### Sizing map, run 1

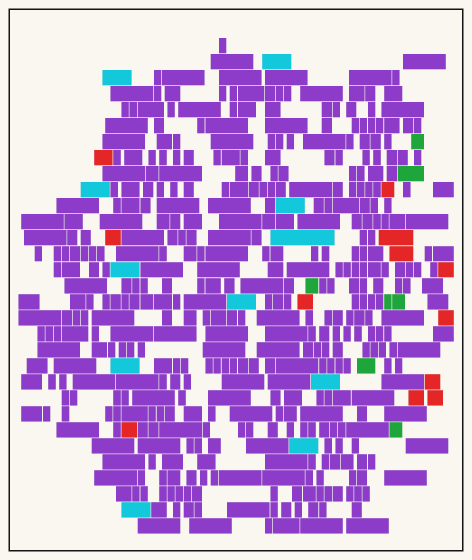
### Metal layers overlaid, run 1

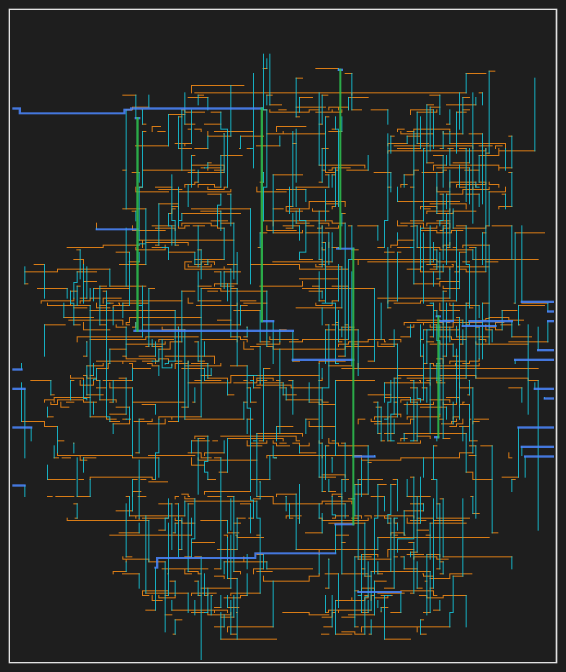
### Nets reached from selected ports, run 1

The bar under the picture is 20 um long.
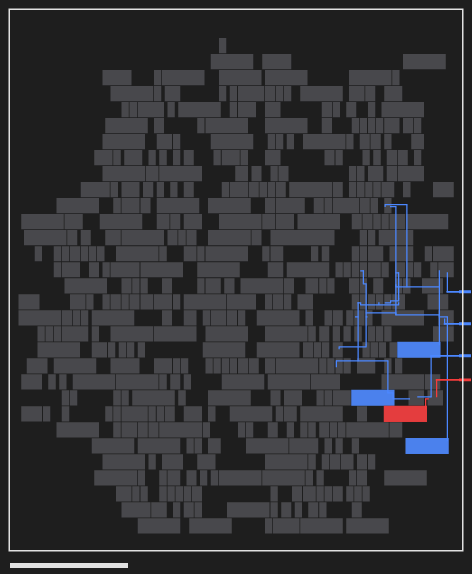
## src/rtl/panel_pkg.sv

```systemverilog
// ----------------------------------------------------------------------------
// | Module   : panel_pkg                                                     |
// | Desc     : Shared FSM state codes, switch event indices and helpers      |
// |            for the front panel controller.                               |
// | Revision : 1.0 - initial release                                         |
// ----------------------------------------------------------------------------
`default_nettype none

package panel_pkg;

  localparam int c_NUM_SW = 5;

  typedef enum logic [2:0] {
    ST_CLEARING = 3'd0,
    ST_HALTED   = 3'd1,
    ST_RUNNING  = 3'd2,
    ST_STOPPING = 3'd3,
    ST_STEPM    = 3'd4,
    ST_STEPI    = 3'd5
  } state_e;

  // Index order doubles as event priority: lowest index wins.
  typedef enum logic [2:0] {
    SW_CLEAR = 3'd0,
    SW_HALT  = 3'd1,
    SW_RUN   = 3'd2,
    SW_STEPI = 3'd3,
    SW_STEPM = 3'd4
  } sw_idx_e;

  function automatic logic [c_NUM_SW-1:0] pick_event(input logic [c_NUM_SW-1:0] ev);
    pick_event = '0;
    for (int i = c_NUM_SW - 1; i >= 0; i--) begin
      if (ev[i]) begin
        pick_event    = '0;
        pick_event[i] = 1'b1;
      end
    end
  endfunction

  function automatic logic state_advances(input state_e s);
    return (s == ST_RUNNING) || (s == ST_STOPPING) ||
           (s == ST_STEPM)   || (s == ST_STEPI);
  endfunction

endpackage

`default_nettype wire

```

## src/rtl/panel_debounce.sv

```systemverilog
// ----------------------------------------------------------------------------
// | Module   : panel_debounce                                                |
// | Desc     : Two-flop synchronizer, stability counter, debounced level and |
// |            one-cycle press pulse for a single panel switch.              |
// | Revision : 1.0 - initial release                                         |
// ----------------------------------------------------------------------------
`default_nettype none

module panel_debounce
  import panel_pkg::*;
#(
  parameter int unsigned DEBOUNCE_CYCLES = 16
) (
  input  logic clk,
  input  logic rst,
  input  logic sw_raw_i,
  output logic press_o
);

  localparam logic [7:0] c_CNT_LAST = 8'(DEBOUNCE_CYCLES - 1);

  logic [1:0] sync_q;
  logic [1:0] fill_q;
  logic [7:0] cnt_q, cnt_d;
  logic       level_q, level_d;
  logic       press_q, press_d;
  logic       suppress_q, suppress_d;

  always_comb begin
    cnt_d      = cnt_q;
    level_d    = level_q;
    press_d    = 1'b0;
    suppress_d = suppress_q;
    if (sync_q[1] == level_q) begin
      cnt_d = '0;
    end else if (cnt_q == c_CNT_LAST) begin
      cnt_d   = '0;
      level_d = sync_q[1];
      if (sync_q[1]) begin
        press_d    = ~suppress_q;
        suppress_d = 1'b0;
      end
    end else begin
      cnt_d = cnt_q + 8'd1;
    end
    // Once the synchronizer holds a real sample, a released switch disarms
    // the suppression meant for switches held down across reset.
    if (fill_q[1] && !sync_q[1]) begin
      suppress_d = 1'b0;
    end
  end

  always_ff @(posedge clk) begin
    if (rst) begin
      sync_q     <= '0;
      fill_q     <= '0;
      cnt_q      <= '0;
      level_q    <= 1'b0;
      press_q    <= 1'b0;
      suppress_q <= 1'b1;
    end else begin
      sync_q     <= {sync_q[0], sw_raw_i};
      fill_q     <= {fill_q[0], 1'b1};
      cnt_q      <= cnt_d;
      level_q    <= level_d;
      press_q    <= press_d;
      suppress_q <= suppress_d;
    end
  end

  assign press_o = press_q;

endmodule

`default_nettype wire

```

## src/rtl/front_panel_ctrl.sv

```systemverilog
// ----------------------------------------------------------------------------
// | Module   : front_panel_ctrl                                              |
// | Desc     : Debounced front-panel switches driving a run/halt/step FSM    |
// |            for the CPU. FRONT_PANEL_AUTORUN_EN: start running after      |
// |            power-on reset instead of halting.                            |
// | Revision : 1.0 - initial release                                         |
// ----------------------------------------------------------------------------
`default_nettype none

module front_panel_ctrl
  import panel_pkg::*;
#(
  parameter int unsigned DEBOUNCE_CYCLES = 16,
  parameter int unsigned CLEAR_CYCLES    = 8
) (
  input  logic       SYSCLK,
  input  logic       RESET,
  input  logic       sw_CLEAR,
  input  logic       sw_RUN,
  input  logic       sw_HALT,
  input  logic       sw_STEPM,
  input  logic       sw_STEPI,
  input  logic       cycleDone,
  input  logic       instDone,
  input  logic       cpuHalt,
  output logic       cpuClear,
  output logic       cpuAdvance,
  output logic       ledRun,
  output logic [2:0] state
);

  localparam logic [7:0] c_CLR_LAST = 8'(CLEAR_CYCLES - 1);

  logic [c_NUM_SW-1:0] sw_raw;
  logic [c_NUM_SW-1:0] sw_press;
  logic [c_NUM_SW-1:0] ev_sel;

  state_e     state_q, state_d;
  state_e     exit_state;
  logic [7:0] clr_cnt_q, clr_cnt_d;
  logic       cpuClear_q, cpuAdvance_q, ledRun_q;

  assign sw_raw[SW_CLEAR] = sw_CLEAR;
  assign sw_raw[SW_HALT]  = sw_HALT;
  assign sw_raw[SW_RUN]   = sw_RUN;
  assign sw_raw[SW_STEPI] = sw_STEPI;
  assign sw_raw[SW_STEPM] = sw_STEPM;

  for (genvar g = 0; g < c_NUM_SW; g++) begin : g_sw
    panel_debounce #(
      .DEBOUNCE_CYCLES(DEBOUNCE_CYCLES)
    ) u_debounce (
      .clk      (SYSCLK),
      .rst      (RESET),
      .sw_raw_i (sw_raw[g]),
      .press_o  (sw_press[g])
    );
  end

  assign ev_sel = pick_event(sw_press);

`ifdef FRONT_PANEL_AUTORUN_EN
  // Set only by reset; any panel CLEAR makes the clear sequence end halted.
  logic autorun_q;

  always_ff @(posedge SYSCLK) begin
    if (RESET) begin
      autorun_q <= 1'b1;
    end else if (ev_sel[SW_CLEAR]) begin
      autorun_q <= 1'b0;
    end
  end

  assign exit_state = autorun_q ? ST_RUNNING : ST_HALTED;
`else
  assign exit_state = ST_HALTED;
`endif

  always_comb begin
    state_d   = state_q;
    clr_cnt_d = clr_cnt_q;
    if (ev_sel[SW_CLEAR]) begin
      state_d   = ST_CLEARING;
      clr_cnt_d = '0;
    end else begin
      case (state_q)
        ST_CLEARING: begin
          if (clr_cnt_q == c_CLR_LAST) begin
            state_d   = exit_state;
            clr_cnt_d = '0;
          end else begin
            clr_cnt_d = clr_cnt_q + 8'd1;
          end
        end
        ST_HALTED: begin
          if (ev_sel[SW_RUN]) begin
            state_d = ST_RUNNING;
          end else if (ev_sel[SW_STEPI]) begin
            state_d = ST_STEPI;
          end else if (ev_sel[SW_STEPM]) begin
            state_d = ST_STEPM;
          end
        end
        ST_RUNNING: begin
          if (cpuHalt) begin
            state_d = ST_HALTED;
          end else if (ev_sel[SW_HALT]) begin
            state_d = ST_STOPPING;
          end
        end
        ST_STOPPING: begin
          // Stop only on an instruction boundary.
          if (instDone || cpuHalt) begin
            state_d = ST_HALTED;
          end else if (ev_sel[SW_RUN]) begin
            state_d = ST_RUNNING;
          end
        end
        ST_STEPM: begin
          if (cycleDone || cpuHalt) begin
            state_d = ST_HALTED;
          end
        end
        ST_STEPI: begin
          if (instDone || cpuHalt) begin
            state_d = ST_HALTED;
          end
        end
        default: begin
          state_d   = ST_CLEARING;
          clr_cnt_d = '0;
        end
      endcase
    end
  end

  always_ff @(posedge SYSCLK) begin
    if (RESET) begin
      state_q      <= ST_CLEARING;
      clr_cnt_q    <= '0;
      cpuClear_q   <= 1'b1;
      cpuAdvance_q <= 1'b0;
      ledRun_q     <= 1'b0;
    end else begin
      state_q      <= state_d;
      clr_cnt_q    <= clr_cnt_d;
      cpuClear_q   <= (state_d == ST_CLEARING);
      cpuAdvance_q <= state_advances(state_d);
      ledRun_q     <= (state_d == ST_RUNNING) || (state_d == ST_STOPPING);
    end
  end

  assign cpuClear   = cpuClear_q;
  assign cpuAdvance = cpuAdvance_q;
  assign ledRun     = ledRun_q;
  assign state      = state_q;

endmodule

`default_nettype wire

```

## config.mk

```make
export PLATFORM = sky130hd
export DESIGN_NAME = front_panel_ctrl
export DESIGN_NICKNAME = d
export VERILOG_FILES = /design/src/rtl/panel_pkg.sv /design/src/rtl/panel_debounce.sv /design/src/rtl/front_panel_ctrl.sv
export SDC_FILE = /design/constraint.sdc
export NUM_CORES = 1
export LEC_CHECK = 0
export ABC_AREA = 1
export CAP_MARGIN = 20
export CORE_ASPECT_RATIO = 1.2
export CORE_MARGIN = 1
export CORE_UTILIZATION = 49
export DETAILED_ROUTE_END_ITERATION = 16
export HOLD_SLACK_MARGIN = 0.06
export PLACE_DENSITY = 0.78
export SLEW_MARGIN = 20
export SYNTH_ARGS = -nofsm -noshare
export SYNTH_HDL_FRONTEND = slang
export SYNTH_SLANG_ARGS = --single-unit
```

## constraint.sdc

```tcl
create_clock -name SYSCLK -period 3.09 [get_ports SYSCLK]
set_input_delay 0.4635 -clock SYSCLK [delete_from_list [all_inputs] [get_ports SYSCLK]]
set_output_delay 0.4635 -clock SYSCLK [all_outputs]
set_load 0.1 [all_outputs]
```

==> summary.txt, run 1 <==
run results: Setup crit end kind output pin, top_reg_cell synth dfxtp_1, Mapped Cells 425, mux frac, synth 0%, Core Util at FP 51.0%, gr ovfl total 0, status finished, final reports clean, Pwr Total 1.88 mW, ANT nets after route 0, GRT met1 Usage 17.9%, Dominant combinational family simple AND/OR/NAND/NOR gates, cell area after synthesis 0.00329 sq mm, Final Max Slew Viols 0, Placed Area 0.00353 sq mm, setup violators final 0, Seq cells post-synth 81, Seq pwr share 56.9%, pwr dens 506 mW/mm^2, Worst Max-Slew Pin Slew 955 ps, Clk power 0.757 mW, DRC 0, Site Rows 32, adder share 2.28%, minimum clock period 2240 ps, cell leakage power 1.51 nW, Worst Path Buf+Inv 1, Clock transition at path regs 80 ps, post-synthesis async set-or-reset flop share 0%, combinational fraction of design power 2.9%, biggest regs g_sw.u_debounce.cnt_q: 40 flops, g_sw.u_debounce.sync_q: 10 flops, clr_cnt_q: 8 flops
Notes on 'Sizing map' above:
_6 and larger: in cyan, cells 11, share 2.4%, most used clkbuf_8. _2 cells: in green, cells 7, share 1.5%, most used nor2_2. _3 and _4 cells: in red, cells 12, share 2.6%, most used buf_4. _0 and _1 cells: in purple, cells 423, share 93%, most used dfxtp_1.
final worst slack: 847 ps
final instance area: 0.00372 sq mm
synthesis-to-finish area growth: 13.2%

Notes on 'Metal layers overlaid' above:
metal 1: in orange, wire length 2,410 um. metal 4: in green, wire length 141 um. metal 3: in blue, wire length 165 um. metal 2: in cyan, wire length 2,450 um.
WL final: 5160 um
GRT Total Usage: 16.4%
Routed wire per std cell: 9.59 um
Vias: 2,578

Notes on 'Nets reached from selected ports' above:
cpuClear: in red, bits 1, direction output, edge right, end cells 1, wire 9.00 um. state: in blue, bits 3, direction output, edge right, end cells 3, wire 181 um.
I/O Pins: 16
# port buffers: 15

[run 1: path summary, 6_finish.rpt]
| path | end | cells after the start | start |
|---|---|---|---|
| min | g_sw[4].u_debounce.sync_q[1] | 2 | g_sw[4].u_debounce.sync_q[0] |
| min reg2reg | g_sw[4].u_debounce.sync_q[1] | 2 | g_sw[4].u_debounce.sync_q[0] |
| max reg2reg | g_sw[0].u_debounce.suppress_q | 7 | g_sw[0].u_debounce.cnt_q[0] |
| max | ledRun | 1 | ledRun |
[run 1: placed cells by master (no fill, tap or decap), types with 3 or more instances in the layout]
cell type	synthesis	layout
nand2_1	78	78
ha_1	6	6
nand3b_1	3	3
clkdlybuf4s50_1	0	10
xor2_1	15	15
nand3_1	27	27
nor2_1	68	68
or2_1	4	4
nor3b_1	8	8
o211ai_1	3	3
buf_4	0	6
o21ai_0	10	10
nand4_1	8	8
inv_1	56	56
dfxtp_1	81	81
nor2_2	3	3
a21oi_1	21	21
clkbuf_8	0	10
nor3_1	17	17
[run 1: layer usage]
metal  wire, um  vias to the layer above
li1           -                     1396
met1       2410                     1133
met2       2450                       36
met3        165                       13
met4        140                        0
met5          0                        -
[run 1: area by class of cell]
| class | instances | area share, % |
|---|---|---|
| clock buffers | 11 | 3.80 |
| clock inverters | 4 | 1.45 |
| inverters | 59 | 6.02 |
| multi-input cells | 282 | 38.4 |
| flip-flops and latches | 81 | 43.6 |
| well taps | 85 | 2.86 |
| repair buffers | 16 | 3.90 |
[run 1: kinds of logic after synthesis]
logic type                 Yosys count
buffers and inverters               62
AOI/OAI and AO/OA                   40
DFF                                 81
and+or+nand+nor                    219
adders and majority gates            6
xor gates and xnor gates            17
==> run 1 -> run 2 <==
--- a/config.mk
+++ b/config.mk
@@ -12,7 +12,7 @@
 export CORE_UTILIZATION = 49
 export DETAILED_ROUTE_END_ITERATION = 16
 export HOLD_SLACK_MARGIN = 0.06
-export PLACE_DENSITY = 0.78
+export PLACE_DENSITY = 0.81
 export SLEW_MARGIN = 20
 export SYNTH_ARGS = -nofsm -noshare
 export SYNTH_HDL_FRONTEND = slang
==> constraint.sdc (replaced) <==
create_clock -name SYSCLK -period 2.03 [get_ports SYSCLK]
set_input_delay 0.3045 -clock SYSCLK [delete_from_list [all_inputs] [get_ports SYSCLK]]
set_output_delay 0.3045 -clock SYSCLK [all_outputs]
set_load 0.1 [all_outputs]
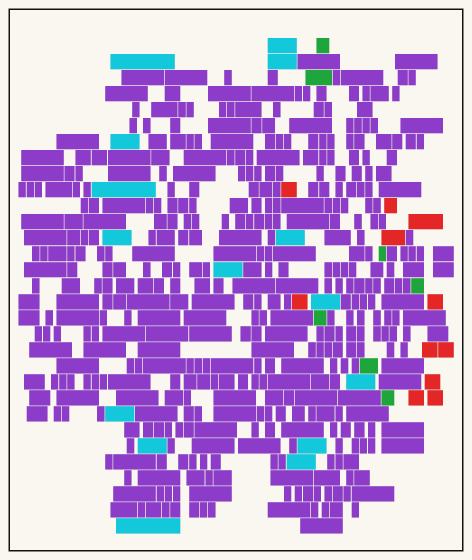
*Sizing map, run 2*
_0 and _1 cells: in purple, cells 421, share 93%, most used dfxtp_1. _2 cells: in green, cells 7, share 1.5%, most used nor2_2. _3 and _4 cells: in red, cells 11, share 2.4%, most used buf_4. _6 and larger: in cyan, cells 15, share 3.3%, most used clkbuf_8.
synthesis-to-finish area growth: 15.2%
final worst slack: 509 ps
final instance area: 0.00379 sq mm
Non-clock buffers: 16

==> run 2 against run 1 <==
- register-to-register slack lost 1100 ps
- sequential share of layout area shrank 0.75 points
- combinational power grew 52%
- clock-buffer cell count grew 1
- final area grew 1.7%
- sequential cell count is the same
==> summary.txt, run 2 <==
run results: combinational fraction of design power 2.6% (-0.3 points), most common cell after layout, fill and taps aside dfxtp_1, post-synthesis async set-or-reset flop share 0% (unchanged), Detail Route met2 WL 2510 um (+2.5%), Mapped Cells 425 (unchanged), pwr dens 840 mW/mm^2 (+66%), GRT Total Usage 16.5% (+0.14 points), top_reg_cell synth dfxtp_1, biggest regs g_sw.u_debounce.cnt_q: 40 flops, g_sw.u_debounce.sync_q: 10 flops, clr_cnt_q: 8 flops, Seq pwr share 51.3% (-5.6 points), Worst Path Buf+Inv 1 (unchanged), Top Layout Cells 81 x dfxtp_1, 78 x nand2_1, 68 x nor2_1, 56 x inv_1, 27 x nand3_1, minimum clock period 1520 ps, Pwr Total 3.18 mW (+69%), cell area after synthesis 0.00329 sq mm (unchanged), Routed wire per std cell 9.74 um (+1.6%), ANT nets after route 0 (unchanged), Final Max Slew Viols 0 (unchanged), Site Rows 32 (unchanged), DRC 0 (unchanged), Worst Max-Slew Pin Slew 326 ps (-630 ps), # port buffers 15 (unchanged), Seq cells post-synth 81 (unchanged), gr ovfl total 0 (unchanged), Clk power 1.47 mW (+94%), status finished, final reports clean
## run 2: cell count changes in the layout (fill, tap and decap cells not counted), sizes merged
cell,before,now
clkbuf,11,12
clkinvlp,2,1
clkdlybuf4s50,10,9
clkinv,2,1
bufinv,1,3
buf,6,7
## run 2: per-stage QoR
step	area [sq um]	instances
finish	3790	539
global route	3790	539
CTS	3790	539
detailed placement	3520	523
global placement	3520	523
floorplan	3290	425
## run 2: path summary, 6_finish.rpt
path                                startpoint                       endpoint  slack, ps  cells past startpoint
setup / recovery                      state[1]                       state[1]        510                      1
hold / removal    g_sw[4].u_debounce.fill_q[0]   g_sw[1].u_debounce.fill_q[1]        400                      2
setup reg to reg   g_sw[2].u_debounce.cnt_q[0]  g_sw[2].u_debounce.suppress_q        540                      7
hold reg to reg   g_sw[4].u_debounce.fill_q[0]   g_sw[1].u_debounce.fill_q[1]        400                      2
## run 2: cells by family (layout without fill, tap and decap cells)
kind of cell	count (synthesis)	in the layout	synth area share, %
AND/OR/NAND/NOR	219	219	29.5
flip-flops	81	81	49.3
buffers and inverters	62	91	7.19
AND-OR/OR-AND	40	40	7.19
XOR/XNOR	17	17	4.53
adder cells (fa/ha/maj)	6	6	2.28
## run 2: worst min-delay path, cell delays in order, from the launching register on
cell and delay [ps]:
dfxtp_1 300, inv_1 40, nor2_1 30
## run 2: cell type report
type / instances / area [sq um] / share of cell area (%)
clock buffers: 12 / 165 / 4.36
clock inverters: 4 / 97.6 / 2.58
inverters: 59 / 224 / 5.92
multi-input cells: 282 / 1430 / 37.7
flip-flops and latches: 81 / 1620 / 42.8
well taps: 85 / 106 / 2.81
repair buffers: 16 / 143 / 3.77
## run 2: per-layer routing
metal  GRT usage, %  up-vias
met3           4.88        5
met2           28.6       33
met1           18.0     1149
li1               -     1402
met4           8.81        0
met5              0        -
Power is estimated from default activity; no workload was simulated.
